--- src/rtl/mul_cascade_pkg.sv ---
// Shared constants and helpers for the cascaded shift-add multiplier.
package mul_cascade_pkg;

    localparam int MUL_N_DEFAULT = 23;

    // Edges from operand capture to the product appearing on z.
    function automatic int mul_latency(input int n);
        return n + 1;
    endfunction

endpackage

--- src/rtl/mul_cascade_row.sv ---
// One registered shift-add row: adds x shifted by ROW-1 when multiplier bit ROW-1 is set.
module mul_cascade_row
    import mul_cascade_pkg::*;
#(
    parameter int N   = MUL_N_DEFAULT,
    parameter int ROW = 1
) (
    input  logic           clk,
    input  logic           rst,
    input  logic [N-1:0]   x_in,
    input  logic [N-1:0]   y_in,
    input  logic [2*N-1:0] acc_in,
    output logic [N-1:0]   x_out,
    output logic [N-1:0]   y_out,
    output logic [2*N-1:0] acc_out
);

    logic [2*N-1:0] partial;

    always_comb begin
        partial = '0;
        if (y_in[ROW-1]) begin
            partial = {{N{1'b0}}, x_in} << (ROW - 1);
        end
    end

    // The accumulator is 2N bits wide, so the running sum never overflows.
    always_ff @(posedge clk or posedge rst) begin
        if (rst) begin
            x_out   <= '0;
            y_out   <= '0;
            acc_out <= '0;
        end else begin
            x_out   <= x_in;
            y_out   <= y_in;
            acc_out <= acc_in + partial;
        end
    end

endmodule

--- src/rtl/mul_cascade.sv ---
// Fully pipelined unsigned N x N -> 2N multiplier: input register followed by N shift-add rows.
module mul_cascade
    import mul_cascade_pkg::*;
#(
    parameter int N = MUL_N_DEFAULT
) (
    input  logic           clk,
    input  logic           rst,
    input  logic [N-1:0]   x,
    input  logic [N-1:0]   y,
    output logic [2*N-1:0] z
);

    logic [N-1:0]   x_pipe   [0:N];
    logic [N-1:0]   y_pipe   [0:N];
    logic [2*N-1:0] acc_pipe [0:N];

    always_ff @(posedge clk or posedge rst) begin
        if (rst) begin
            x_pipe[0] <= '0;
            y_pipe[0] <= '0;
        end else begin
            x_pipe[0] <= x;
            y_pipe[0] <= y;
        end
    end

    assign acc_pipe[0] = '0;

    // Row i consumes multiplier bit i-1; the operands travel alongside their partial sum.
    for (genvar i = 1; i <= N; i++) begin : g_row
        mul_cascade_row #(
            .N   (N),
            .ROW (i)
        ) u_row (
            .clk     (clk),
            .rst     (rst),
            .x_in    (x_pipe[i-1]),
            .y_in    (y_pipe[i-1]),
            .acc_in  (acc_pipe[i-1]),
            .x_out   (x_pipe[i]),
            .y_out   (y_pipe[i]),
            .acc_out (acc_pipe[i])
        );
    end

    assign z = acc_pipe[N];

endmodule

--- config.mk ---
export PLATFORM = sky130hd
export DESIGN_NAME = mul_cascade
export DESIGN_NICKNAME = d
export VERILOG_FILES = /design/src/rtl/mul_cascade_pkg.sv /design/src/rtl/mul_cascade_row.sv /design/src/rtl/mul_cascade.sv
export SDC_FILE = /design/constraint.sdc
export NUM_CORES = 2
export LEC_CHECK = 0
export CAP_MARGIN = 0
export CORE_MARGIN = 2
export CORE_UTILIZATION = 30
export DETAILED_ROUTE_END_ITERATION = 10
export GPL_TIMING_DRIVEN = 0
export SETUP_SLACK_MARGIN = 0.15
export SYNTH_ARGS = -nofsm -noshare
export SYNTH_HDL_FRONTEND = slang
export SYNTH_SLANG_ARGS = --single-unit
--- constraint.sdc ---
create_clock -name clk -period 77.1 [get_ports clk]
set_input_delay 11.565 -clock clk [delete_from_list [all_inputs] [get_ports clk]]
set_output_delay 11.565 -clock clk [all_outputs]
set_load 0.1 [all_outputs]
The clock network:
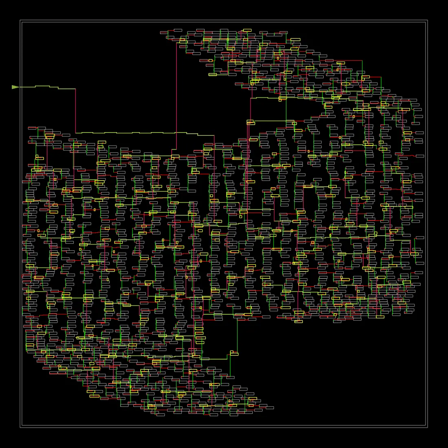
Worst Skew: 0.0389 ns
Num CTS Buffers: 175
flop count: 1,609
Sink Count: 1,609

M4 wires:
(1 px per micron) Supply wires on this layer in grey. Cells faint in the background.
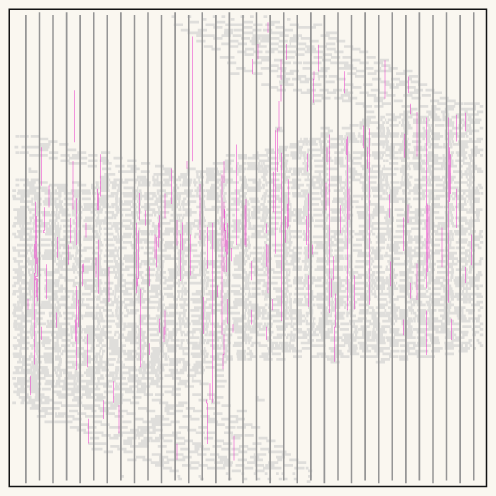
longest straight run: 185 microns
share of all routed wire: 5.3%
main direction: vertical

The metal 3 layer:
(1 px per micron) Cells faint in the background.
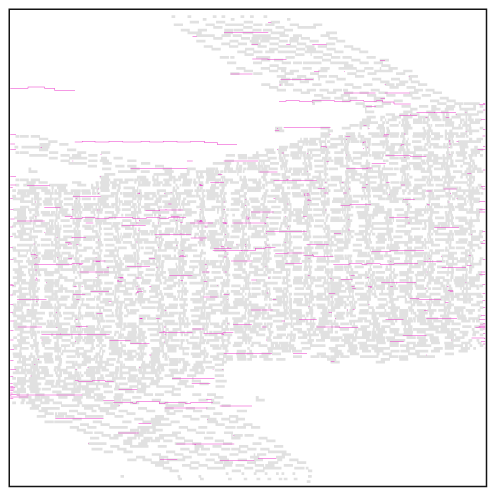
nets with wire on the layer: 229
main direction: horizontal

Zoomed window:
Region (332, 332) to (382, 382) microns. Cells in grey, sequential cells in the stronger grey; small squares are vias.
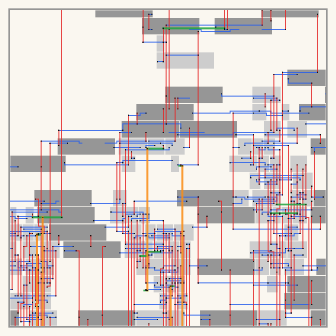
legend:
  M4:
    colour: orange
  M3:
    colour: green
  M2:
    colour: red
  M1:
    colour: blue
netlist names of flops here include: g_row.u_row.acc_out (10), g_row.u_row.x_out (8), g_row.u_row.y_out (2)
most frequent: dfrtp_1 (20), a21oi_1 (10), ha_1 (10)
sequential cells in the window: 20
cells with their middle in the window: 93

==> metrics by stage <==
| stage | cells | setup slack [ns] |
|---|---|---|
| 2_1_floorplan | 5327 | 20.13 |
| 3_3_place_gp | 8395 | 2.96 |
| 6_report | 8725 | 62.79 |
| 3_5_place_dp | 8410 | 61.77 |
| 4_1_cts | 8725 | 62.66 |
| 5_1_grt | 8725 | 62.23 |
==> state kept, by name, indices dropped and copies added (netlist names) <==
| register | flops |
|---|---|
| g_row.u_row.y_out | 253 |
| y_pipe | 23 |
| x_pipe | 23 |
| g_row.u_row.acc_out | 804 |
| g_row.u_row.x_out | 506 |
==> cell families (layout without fill, tap and decap cells) <==
logic type / after synthesis / after routing / share of synthesized area (%)
muxes: 3 / 3 / 0.0450
buffers and inverters: 241 / 664 / 1.62
and+or+nand+nor: 1316 / 1316 / 10.6
xor gates and xnor gates: 423 / 423 / 5.55
DFF: 1609 / 1609 / 60.3
adders and majority gates: 527 / 527 / 10.1
AOI/OAI and AO/OA: 1208 / 1208 / 11.8
==> worst paths after layout <==
check	to	slack, ns	cells after the start
min in group asynchronous	g_row[23].u_row.acc_out[9]	11.19	2
min reg2reg	g_row[22].u_row.y_out[22]	0.32	0
max	g_row[22].u_row.x_out[16]	62.79	8
min	g_row[22].u_row.y_out[22]	0.32	0
max reg2reg	g_row[3].u_row.acc_out[24]	73.02	13
max in group clk	z[10]	63.16	2
==> synthesized netlist by cell type, types with 5 or more instances <==
master	count
nor3_1	55
a311oi_1	7
o41a_1	7
o41ai_1	7
nor4_1	6
a2bb2oi_1	8
a211o_1	5
o21ai_0	191
a41oi_1	12
and3_1	23
o21a_1	42
o21bai_1	78
inv_1	110
a2111oi_0	5
nor2_1	255
o211ai_1	20
and2_1	540
or2_2	8
nand3b_1	5
o2111ai_1	6
and4_1	13
a21oi_1	386
xnor2_1	307
nand2b_1	33
xor2_1	116
nor2b_1	54
o31ai_1	13
o21ai_1	10
or3_1	9
a31o_2	11
ha_1	505
a31oi_1	25
a21boi_0	10
clkbuf_1	79
dfrtp_1	1609
a221oi_1	10
fa_1	22
nand4_1	52
nand2_1	180
nand3_1	69
a21o_1	270
buf_4	46
a211oi_1	34
==> power breakdown <==
part	leakage (nW)	total, mW	switching (mW)	internal (mW)
Combinational	14.3	0.951	0.555	0.396
Clock	3.00	0.862	0.339	0.523
Sequential	18.9	1.12	0.0658	1.06
==> metal layers <==
layer	GRT usage, %	vias up	routed length (microns)	share of wire (%)
li1	-	19000	-	-
met1	10.2	19000	42400	38
met2	19.1	597	59000	53
met3	2.11	349	4010	3.6
met4	5.56	0	5870	5.3
met5	0	-	0	0
==> critical path, stage by stage <==
cell             delay, ns
clkdlybuf4s50_1       0.49
inv_8                 0.35
buf_16                0.34
buf_16                0.46
buf_16                0.47
buf_16                0.41
buf_16                0.39
buf_16                0.35
==> layout make-up <==
type / count / area, sq um
inverter: 110 / 420
fill: 21500 / 144000
clock inverter: 69 / 990
sequential: 1609 / 40300
multi-input combinational: 3477 / 25400
buffer: 131 / 668
timing repair buffer: 108 / 1340
tap: 2975 / 3720
clock buffer: 246 / 5130
==> results.yml <==
# generated from flow reports
logic_synthesis:
  synth_cells: 5327
  ys_async_sr_fraction_pct: 100
  synth_area_leader_cell: "dfrtp_1"
  synth-main-ff-cell: "dfrtp_1"
  yosysWarnings: 0
  ys_types: 82
  syn_avg_cell_area_sq_um: 12.5
  ys.flops: 1609
  edf_count: 0
  netlist_area_sq_um: 66800
  ys_seq_share_pct: 60.3
  synthTopCellsByArea: "dfrtp_1 60%, ha_1 9.5%, and2_1 5.1%, xnor2_1 4.0%, a21o_1 3.0%"
  fp_nets: 5902
  top_area_share_pct: 60.3
  yosys_area_sq_um: 66800
  ys_cells: 5327
place:
  hpwlAfterDp_microns: 79400
  place_congestion: 0.900
  placed_area_sq_um: 71800
  portBuffers: 93
critical_path:
  criticalPathCategory: "in -> async"
  reg2reg_from: "g_row[2].u_row.y_out[2]"
  crit_arrival_ns: 15.22
  crit_path_end_kind: "async pin"
  crit_required_ns: 78.01
  cp_max_fo: 129
  start_kind: "input pin"
  critical_path.startpoint: "rst"
hold_path:
  min_path_type: "reg -> reg"
  hold_start: "g_row[21].u_row.y_out[22]"
sta:
  setup_viol: 0
  rsz0062_at_grt: "no"
  finalSetupTns_ns: 0
  tightest_slew_ns: 1.10
  finalHoldViolations: 0
  max_freq_mhz: 69.9
  fin_crit_sh_pct: 18.6
  drv_slew: 0
  period_minus_slack_ns: 14.31
  relSlewSlack_pct: 24.9
  hold_ws_ns: 0.320
clock_tree:
  clock.latency.late_pin_ns: 0.80
  cts_repair_resize_count: 0
  cts_root_buf: "clkbuf_16"
  clockBufferDepth: 3
  cts_setup_buffers: 0
  htreeDepth: 4
  hold_buffers: 0
  cts_tree: "yes"
  path_clk_slew_ns: 0.06
floorplanning:
  chipArea_sq_um: 226000
  num_io_pins: 94
  die_h_microns: 476
  die_w_microns: 476
  fp_util_pct: 30.1
  core-area_sq_um: 222000
  fp-row-count: 173
layout:
  mostFrequentLayoutCells: "1,609 x dfrtp_1, 540 x and2_1, 505 x ha_1, 386 x a21oi_1, 307 x xnor2_1"
  nets: 6187
  syn_to_final_growth_pct: 16.8
  final_area_sq_um: 78000
  drive_gt1_share_pct: 6.99
  final_util_pct: 35.2
  layout_top_cell: "dfrtp_1"
  n_antenna_cell: 0
power_and_ir_drop:
  power_mw: 2.94
  leakage_nw: 36.2
  power_density_nw_per_um2: 37.7
  ir_drop_mv: 0.0253
route:
  drc_errors: 0
  dr.pass1.iters: 5
  post_drt_wl_per_cell_microns: 12.7
  wl_microns: 111000
  ant_nets: 0
  dr.first_iter.drc_count: 1533
  vias: 39000
  vias_per_cell: 4.47
global_route:
  grt_max_degree: 130
  grt_pass1_vias: 41800
  grt_pass1_wl_microns: 192000
  antenna_found_initial: 1
  grtUsageTotal_pct: 10.1
  grt-ovfl-total: 0
flow_run:
  maxCapViolCount: 0
  warning_count: 48
outcome:
  run_status: "finished, final reports clean"
Power and IR drop assume default switching activity.
